### Layout detail, run 1

Region (30, 141) to (55, 166) um. Cells in gray, sequential cells in the stronger gray; small squares are vias.
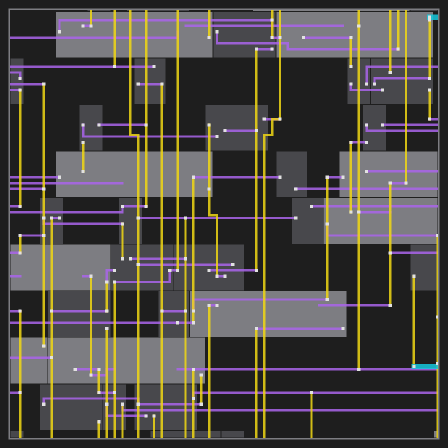
### Cell sizes after repair, run 1

Drawn at 2 px/um.
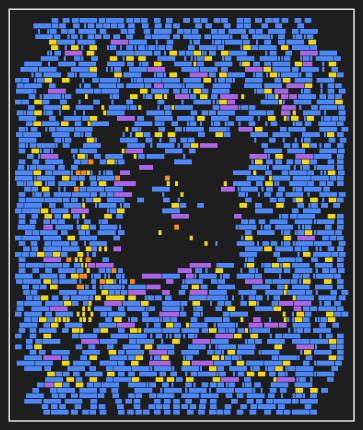
### Routing congestion map, run 1

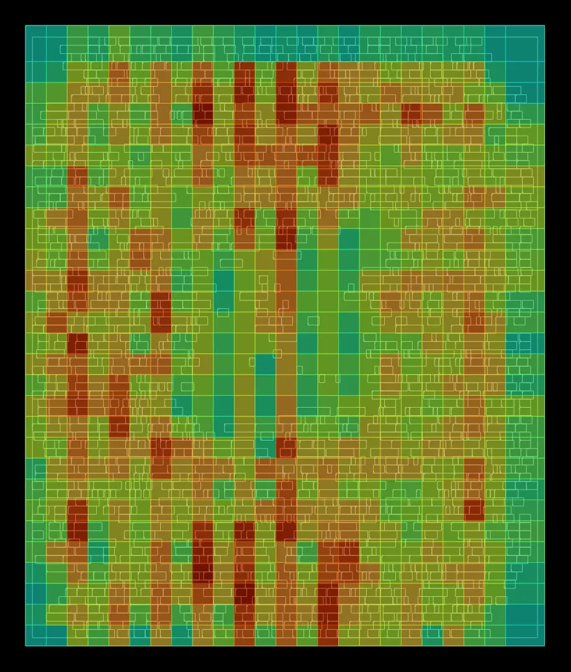
==> config.mk <==
export PLATFORM = sky130hd
export DESIGN_NAME = pipe_stage_reg
export DESIGN_NICKNAME = d
export VERILOG_FILES = /design/src/rtl/pipe_stage_pkg.sv /design/src/rtl/pipe_stage_slot.sv /design/src/rtl/pipe_stage_reg.sv
export SDC_FILE = /design/constraint.sdc
export NUM_CORES = 1
export LEC_CHECK = 0
export CAP_MARGIN = 30
export CORE_ASPECT_RATIO = 1.2
export CORE_MARGIN = 2
export CORE_UTILIZATION = 45
export DETAILED_ROUTE_END_ITERATION = 8
export GPL_TIMING_DRIVEN = 0
export PLACE_DENSITY = 0.72
export SLEW_MARGIN = 20
export SYNTH_ARGS = -nofsm -noshare
export SYNTH_HDL_FRONTEND = slang
export SYNTH_HIERARCHICAL = 1
export SYNTH_SLANG_ARGS = --single-unit
==> constraint.sdc <==
create_clock -name clk -period 13.36 [get_ports clk]
set_clock_uncertainty 0.15 [all_clocks]
set_input_delay 2.672 -clock clk [delete_from_list [all_inputs] [get_ports clk]]
set_output_delay 2.672 -clock clk [all_outputs]
set_load 0.02 [all_outputs]
==> out/summary.log, run 1 <==
INFO  yosys          ys_top_logic_family=multiplexers
INFO  run_status     status=finished, final reports clean
INFO  yosys          edf_count=0
INFO  sta            report.final.hold_viol_count=0
INFO  detailed_routing route.detailed.drc=0
INFO  critical_path  arrival=1.72ns
INFO  yosys          synth.top_cell.area_share=53.8%
INFO  critical_path  critPathKind=reg -> out
INFO  critical_path  crit_path_top_delay_cell=clkdlybuf4s50_1
INFO  global_routing initial_antenna_violation_count=4
INFO  yosys          syn-num-nets=1367
INFO  yosys          synth.cellmix.simpleShare=7.58%
INFO  die            rows=73
INFO  finish         most_used_cells_in_the_layout_excluding_fill_and_tap_cells=clkdlybuf4s50_1 (329), dfrtp_1 (326), nor2_1 (262)
INFO  power_and_ir_drop switching_share=24.2%
INFO  cts            cts_clk_pin_slew_worst_paths=0.06ns
INFO  yosys          yosys-stat-area=15200um^2
INFO  yosys          synth_cell_type_count=32
INFO  run            stage_log_warnings=26
INFO  sta            final_max_slew_viol_count=0
INFO  detailed_routing firstDrtPassIters=4
-- 'Layout detail' (at the start) --
Key: M1 = purple; M2 = yellow; M3 = cyan
Most frequent: dfrtp_1 (8), nor2_1 (5). Sequential cells in the window: 8. 26 logic cells have their middle in the window.

-- 'Cell sizes after repair' (at the start) --
Key: x1 and smaller = blue [cells 1278, share 80%, most used clkdlybuf4s50_1]; x6 and larger = purple [cells 72, share 4.5%, most used clkbuf_16]; x2 = yellow [cells 229, share 14%, most used mux2_2]; x3 and x4 = orange [cells 14, share 0.88%, most used buf_4]
Area Growth Syn to Fin: 33.7%
final design area excluding fillers: 20300 um^2
number of buffers other than clock buffers in the final layout: 424

-- 'Routing congestion map' (at the start) --
overall global routing resource usage: 23.1%
share of the core filled with cells: 61.2%
post-detailed-route wirelength per cell: 19.8 um

-- run 1: power groups by stage --
stage	Combinational, mW	Sequential, mW	Clock (mW)
floorplan	0.142	1.09	0
global placement	0.324	1.06	0
detailed placement	0.329	1.06	0
CTS	0.331	1.04	1.03
global route	0.351	1.04	1.07
finish	0.327	1.04	1.00
-- run 1: cell type report --
class                   instances  area [um^2]
plain buffers                  93          721
well taps                     450          563
flip-flops and latches        327         8180
multi-input cells             774         6240
fillers                      2673        12900
clock buffers                  50         1020
repair buffers                331         3350
clock inverters                11          155
inverters                       7         41.3
diodes                          4         10.0
-- run 1: routing by layer --
metal / vias up / part of all wire (%) / track usage, %
met5: - / 0 / 0
met4: 0 / 2.6 / 7.63
met3: 66 / 6.0 / 5.68
met2: 304 / 49 / 38.0
met1: 5332 / 43 / 29.8
li1: 4963 / - / -
--- run 2 (diff from run 1) ---
==> constraint.sdc (replaced) <==
create_clock -name clk -period 4.7 [get_ports clk]
set_clock_uncertainty 0.15 [all_clocks]
set_input_delay 0.94 -clock clk [delete_from_list [all_inputs] [get_ports clk]]
set_output_delay 0.94 -clock clk [all_outputs]
set_load 0.02 [all_outputs]
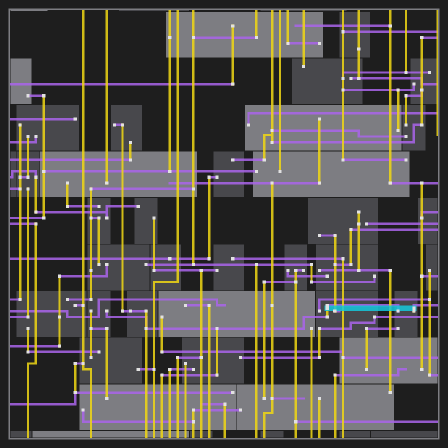
*Layout detail, run 2*
Region (30, 141) to (55, 166) um. Cells in gray, sequential cells in the stronger gray; small squares are vias.
Key: M3 = cyan; M2 = yellow; M1 = purple
Sequential cells in the window: 8. Most frequent: dfrtp_1 (8). 30 logic cells have their middle in the window.

==> out/summary.log, run 2 <==
INFO  power_and_ir_drop power.combinational.total=952uW
INFO  yosys          edf_count=0
INFO  finish         most_used_cells_in_the_layout_excluding_fill_and_tap_cells=clkdlybuf4s50_1 (329), dfrtp_1 (326), nor2_1 (262)
INFO  critical_path  critPathKind=reg -> out
INFO  sta            report.final.hold_viol_count=0
INFO  finish         multiInputCombCellCount=774
INFO  finish         comb_share=30.5%
INFO  finish         layout-area-overhead-vs-synth=34.7%
INFO  finish         fillerInstances=2717
INFO  cts            cts_clk_pin_slew_worst_paths=0.07ns
INFO  finish         buffers=435
INFO  run_status     status=finished, final reports clean
INFO  finish         register_area=8180um^2
INFO  critical_path  timing.critical_path.fanout_max=4
INFO  power_and_ir_drop internal-power=5.01mW
INFO  yosys          syn-num-nets=1367
INFO  critical_path  crit_path_top_delay_cell=clkdlybuf4s50_1
INFO  yosys          yosys-stat-area=15200um^2
INFO  finish         clk_share=5.45%
INFO  power_and_ir_drop p_clk=2.72mW
INFO  detailed_routing route.detailed.drc=0
INFO  finish         seq_area_share=40.0%
INFO  finish         clockBufferCount=53
INFO  finish         layout.buffer.nonclock.area_share=21.0%
INFO  finish         largestClassByArea=flip-flops and latches
INFO  yosys          yosysCellCount=1201
INFO  die            rows=73
INFO  die            well_tap_count=450
INFO  detailed_routing route.detailed.vias_per_inst=5.18
INFO  critical_path  arrival=1.73ns
INFO  finish         inverters_excl_clock=7
INFO  yosys          ys_top_logic_family=multiplexers
INFO  global_routing grt_usage=23.3%
INFO  run            stage_log_warnings=26
INFO  power_and_ir_drop switching_share=24.5%
INFO  yosys          synth_cell_type_count=32
INFO  global_routing initial_antenna_violation_count=4
INFO  yosys          synth.cellmix.simpleShare=7.58%
INFO  yosys          synth.top_cell.area_share=53.8%
[run 2: cell counts after synthesis]
Identical to the previous run, type by type.
[run 2: metal layers]
layer / vias to the layer above / GRT usage (%) / routed length, um
met3: 42 / 5.68 / 2550
met2: 274 / 38.8 / 20400
met4: 2 / 5.66 / 614
li1: 4983 / - / -
met1: 5347 / 30.6 / 17200
met5: - / 0 / 13
[run 2: through the flow]
step,util [%],cells,hold slack (ns),TNS (ns),power (mW)
3_5_place_dp,58.3,1993,0.346,0,3.97
5_1_grt,61.6,2056,0.373,0,6.90
4_1_cts,61.6,2053,0.361,0,6.72
6_report,61.6,2056,0.358,0,6.63
3_3_place_gp,57.4,1980,0.344,-67.22,3.93
2_1_floorplan,-,1201,0.330,0,3.50
Power figures rest on the tool's default switching activity, not on a simulated workload.
